## src/rtl/rv32_pkg.sv

```systemverilog
// Shared RV32I decode constants and memory-stage FSM state type.
package rv32_pkg;

  // Major opcodes, instr[6:2]
  localparam logic [4:0] OP_LOAD   = 5'b00000;
  localparam logic [4:0] OP_STORE  = 5'b01000;
  localparam logic [4:0] OP_OPIMM  = 5'b00100;
  localparam logic [4:0] OP_AUIPC  = 5'b00101;
  localparam logic [4:0] OP_OP     = 5'b01100;
  localparam logic [4:0] OP_LUI    = 5'b01101;
  localparam logic [4:0] OP_BRANCH = 5'b11000;
  localparam logic [4:0] OP_JALR   = 5'b11001;
  localparam logic [4:0] OP_JAL    = 5'b11011;
  localparam logic [4:0] OP_SYSTEM = 5'b11100;

  // Load/store width encodings, instr[14:12]
  localparam logic [2:0] F3_B  = 3'b000;
  localparam logic [2:0] F3_H  = 3'b001;
  localparam logic [2:0] F3_W  = 3'b010;
  localparam logic [2:0] F3_BU = 3'b100;
  localparam logic [2:0] F3_HU = 3'b101;

  // addi x0,x0,0 -- bubble written to writeback when nothing retires
  localparam logic [31:0] NOP_INSTR = 32'h00000013;

  typedef enum logic [1:0] {
    IDLE = 2'd0,
    REQ  = 2'd1,
    WAIT = 2'd2
  } mem_state_t;

endpackage

```

## src/rtl/load_align.sv

```systemverilog
// Extracts the addressed byte/half/word from a load response and extends it.
module load_align
  import rv32_pkg::*;
(
  input  logic [31:0] rdata_i,
  input  logic [1:0]  off_i,
  input  logic [2:0]  funct3_i,
  output logic [31:0] data_o
);

  logic [31:0] shifted;
  assign shifted = rdata_i >> {off_i, 3'b000};

  // Select width and extension by funct3; undefined encodings read as zero
  always_comb begin
    data_o = 32'h0;
    case (funct3_i)
      F3_B:    data_o = {{24{shifted[7]}}, shifted[7:0]};
      F3_H:    data_o = {{16{shifted[15]}}, shifted[15:0]};
      F3_W:    data_o = shifted;
      F3_BU:   data_o = {24'h0, shifted[7:0]};
      F3_HU:   data_o = {16'h0, shifted[15:0]};
      default: data_o = 32'h0;
    endcase
  end

endmodule

```

## src/rtl/stage4.sv

```systemverilog
// RV32I memory stage: issues loads/stores over a valid/ready channel,
// waits for variable-latency read data, and registers results for writeback.
module stage4
  import rv32_pkg::*;
(
  input  logic        clk,
  input  logic        reset,
  input  logic [31:0] instr_3,
  input  logic [31:0] alu_3,
  input  logic [31:0] rs2data_3,
  input  logic [31:0] csrdata_3,
  output logic        stall_o,
  output logic        dmem_req,
  output logic        dmem_we,
  output logic [31:0] dmem_addr,
  output logic [3:0]  dmem_be,
  output logic [31:0] dmem_wdata,
  input  logic        dmem_ready,
  input  logic        dmem_rvalid,
  input  logic [31:0] dmem_rdata,
  output logic        misalign_o,
  output logic [31:0] instr_4,
  output logic [31:0] data_4,
  output logic [31:0] csrdata_4
);

  mem_state_t  state_q, state_d;
  logic [31:0] instr_q, instr_d;
  logic [31:0] data_q, data_d;
  logic [31:0] csr_q, csr_d;
  logic        mis_q, mis_d;

  logic [4:0]  opcode;
  logic [2:0]  funct3;
  logic [1:0]  off;
  logic        is_load, is_store, is_mem, is_half, is_word, misal, mem_ok;
  logic        retire_alu, retire_load, drop;
  logic [3:0]  st_be;
  logic [31:0] st_wdata, ld_data;

  assign opcode   = instr_3[6:2];
  assign funct3   = instr_3[14:12];
  assign off      = alu_3[1:0];
  assign is_load  = (opcode == OP_LOAD);
  assign is_store = (opcode == OP_STORE);
  assign is_mem   = is_load | is_store;
  // lhu only exists as a load; a store with funct3=101 is not treated as a half
  assign is_half  = (funct3 == F3_H) | (is_load & (funct3 == F3_HU));
  assign is_word  = (funct3 == F3_W);
  assign misal    = (is_half & off[0]) | (is_word & (off != 2'b00));
  assign mem_ok   = is_mem & ~misal;

  // Store byte enables and lane-replicated write data
  always_comb begin
    st_be    = 4'b0000;
    st_wdata = 32'h0;
    case (funct3)
      F3_B: begin
        st_be    = 4'b0001 << off;
        st_wdata = {4{rs2data_3[7:0]}};
      end
      F3_H: begin
        st_be    = 4'b0011 << off;
        st_wdata = {2{rs2data_3[15:0]}};
      end
      F3_W: begin
        st_be    = 4'b1111;
        st_wdata = rs2data_3;
      end
      default: begin
        st_be    = 4'b0000;
        st_wdata = 32'h0;
      end
    endcase
  end

  // Address/lanes come straight from stage3, which upstream holds while stalled
  assign dmem_addr  = {alu_3[31:2], 2'b00};
  assign dmem_we    = is_store;
  assign dmem_be    = is_store ? st_be : 4'b1111;
  assign dmem_wdata = is_store ? st_wdata : 32'h0;

  load_align u_load_align (
    .rdata_i  (dmem_rdata),
    .off_i    (off),
    .funct3_i (funct3),
    .data_o   (ld_data)
  );

  // FSM state register
  always_ff @(posedge clk) begin
    if (reset) state_q <= IDLE;
    else       state_q <= state_d;
  end

  // FSM next state
  always_comb begin
    state_d = state_q;
    case (state_q)
      IDLE: if (mem_ok) begin
        if (!dmem_ready)  state_d = REQ;
        else if (is_load) state_d = WAIT;
      end
      REQ:  if (dmem_ready) state_d = is_load ? WAIT : IDLE;
      WAIT: if (dmem_rvalid) state_d = IDLE;
      default: state_d = IDLE;
    endcase
  end

  // FSM outputs: request, stall and retire strobes.
  // A store accepted out of REQ retires that cycle, so stall drops with it;
  // otherwise upstream would hold and re-issue the same store.
  always_comb begin
    dmem_req    = 1'b0;
    stall_o     = 1'b0;
    retire_alu  = 1'b0;
    retire_load = 1'b0;
    drop        = 1'b0;
    case (state_q)
      IDLE: begin
        dmem_req   = mem_ok;
        stall_o    = mem_ok & ~(is_store & dmem_ready);
        retire_alu = ~is_mem | (mem_ok & is_store & dmem_ready);
        drop       = is_mem & misal;
      end
      REQ: begin
        dmem_req   = 1'b1;
        stall_o    = ~(is_store & dmem_ready);
        retire_alu = is_store & dmem_ready;
      end
      WAIT: begin
        stall_o     = ~dmem_rvalid;
        retire_load = dmem_rvalid;
      end
      default: ;
    endcase
  end

  // Stage register next values: bubble unless something retires
  always_comb begin
    instr_d = NOP_INSTR;
    data_d  = data_q;
    csr_d   = csr_q;
    mis_d   = drop;
    if (retire_alu) begin
      instr_d = instr_3;
      data_d  = alu_3;
      csr_d   = csrdata_3;
    end else if (retire_load) begin
      instr_d = instr_3;
      data_d  = ld_data;
      csr_d   = csrdata_3;
    end
  end

  // Stage register to writeback
  always_ff @(posedge clk) begin
    if (reset) begin
      instr_q <= NOP_INSTR;
      data_q  <= 32'h0;
      csr_q   <= 32'h0;
      mis_q   <= 1'b0;
    end else begin
      instr_q <= instr_d;
      data_q  <= data_d;
      csr_q   <= csr_d;
      mis_q   <= mis_d;
    end
  end

  assign instr_4    = instr_q;
  assign data_4     = data_q;
  assign csrdata_4  = csr_q;
  assign misalign_o = mis_q;

endmodule

```

## config.mk

```make
export PLATFORM = sky130hd
export DESIGN_NAME = stage4
export DESIGN_NICKNAME = d
export VERILOG_FILES = /design/src/rtl/rv32_pkg.sv /design/src/rtl/load_align.sv /design/src/rtl/stage4.sv
export SDC_FILE = /design/constraint.sdc
export NUM_CORES = 1
export LEC_CHECK = 0
export ABC_AREA = 1
export CORE_ASPECT_RATIO = 0.5
export CORE_UTILIZATION = 43
export DETAILED_ROUTE_END_ITERATION = 8
export GPL_TIMING_DRIVEN = 0
export HOLD_SLACK_MARGIN = 0.12
export PLACE_DENSITY = 0.85
export SETUP_SLACK_MARGIN = 0.05
export SLEW_MARGIN = 20
export SYNTH_ARGS = -nofsm -noshare
export SYNTH_HDL_FRONTEND = slang
export SYNTH_SLANG_ARGS = --single-unit
```

## constraint.sdc

```tcl
create_clock -name clk -period 2.3 [get_ports clk]
set_input_delay 0.345 -clock clk [delete_from_list [all_inputs] [get_ports clk]]
set_output_delay 0.345 -clock clk [all_outputs]
set_load 0.05 [all_outputs]
```

placement_by_type.png
Bar = 50 um. Fill, decap, tap and diode cells in gray.
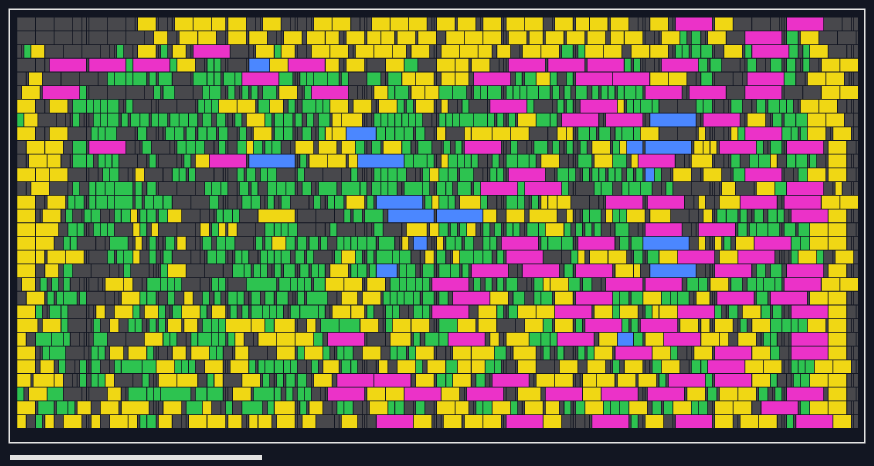
- magenta: sequential cells (cells 99)
- blue: clock drivers and dummy loads (cells 16)
- yellow: remaining buffers and delay cells (cells 440)
- green: combinational and other logic (cells 734)

==> results_dict.tcl <==
# metrics dict for downstream scripts
set metrics [dict create \
    worst_pin_slew_ps 657 \
    htreeDepth 3 \
    setup_tns_ps 0 \
    mux_area_frac 0 \
    logic_gate_count 612 \
    hold_class "in2reg" \
    cts_max_path_buffers 2 \
    grt_max_degree 20 \
    drv_slew 0 \
    edf_count 0 \
    cts.clk_slew.worst_paths_ps 80 \
    via_per_inst 5.20 \
    power_leakage_nw 4.86 \
    cts_inserted_buffers 9 \
    gp_congestion 0.934 \
    top_area_cell "dfxtp_1" \
    ff_latch_area_sq_um 1980 \
    die_h_um 85.7 \
    lay_top_cells "clkdlybuf4s50_1 (280), nand2_1 (208), nand3_1 (116)" \
    synthFlopType "dfxtp_1" \
    cap_violations 0 \
    post-cts-setup-buffers 4 \
    yosys.area.top_type_share 0.329 \
    worst-path-stages 8 \
    clockRootBuffer "clkbuf_16" \
    yosys_cells 938 \
    power_frac_clock 0.295 \
    firstDrtPassIters 7 \
    syn2layout_area_growth_pct 64.4 \
    clock_tree_area_fraction 0.0297 \
    non_clock_inverter_count 122 \
    min_from "instr_3[6]" \
    placement.cell_area_sq_um 9550 \
    ys.flops 99 \
    gr-max-usage-layer "met2" \
    nNonClkBuffers 440 \
    clock_power_mw 1.53 \
    final_area_sq_um 9910 \
    use_met2 0.520 \
    rows 30 \
    synth_cells 938 \
    cts_tree "built" \
    nFillCells 1165 \
    ys_warn_count 0 \
    vias 7708 \
    wl_um 23700 \
    period_used_share 0.961 \
    crit_buf_inv 4 \
    ant_nets 0 \
    top_logic_kind "simple AND/OR/NAND/NOR gates" \
    crit_family "buffers and inverters" \
    outcome "finished clean" \
    reg2reg_from "state_q[0]" \
    fin_hold_ws_ps 271 \
    drive_gt1_frac 0.129 \
    worstPathArrival_ps 1870 \
    whs_endpoint "instr_4[6]" \
    bufAreaShareNonClock 0.393 \
    grt_usage 0.318 \
    fin_skew_ps 9.06 \
    cpPeakStageDelay_ps 490 \
    yosys.cell_count.top_type "nand2_1" \
    ys_sh_adder 0 \
    p_sw_mw 1.90 \
    path_max_fanout 6 \
    antenna_cells 0 \
    final.clkbuf_count 9 \
    stdcell_count 1481 \
    placedCellCount 1458 \
    layout_setup_ws_ps 89.9 \
    yosys_area_sq_um 6030 \
    sw_frac_of_total 0.365 \
    cp_slowest_cell "clkdlybuf4s50_1" \
]
clk_routes.png
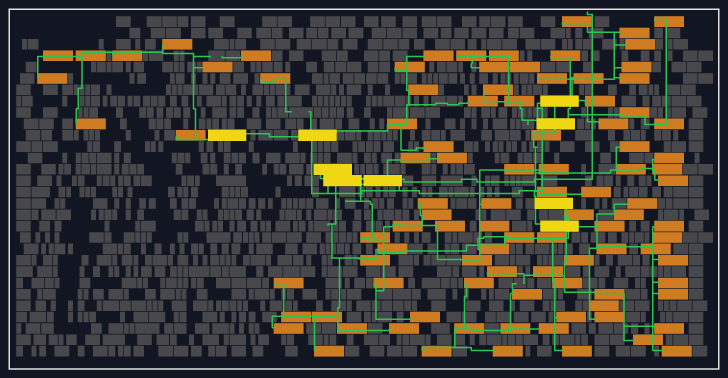
- yellow: clock drivers (count 9)
- orange: flip-flops (count 99)
- green: clock wires (length 1350 um)
- routed clock nets: 10

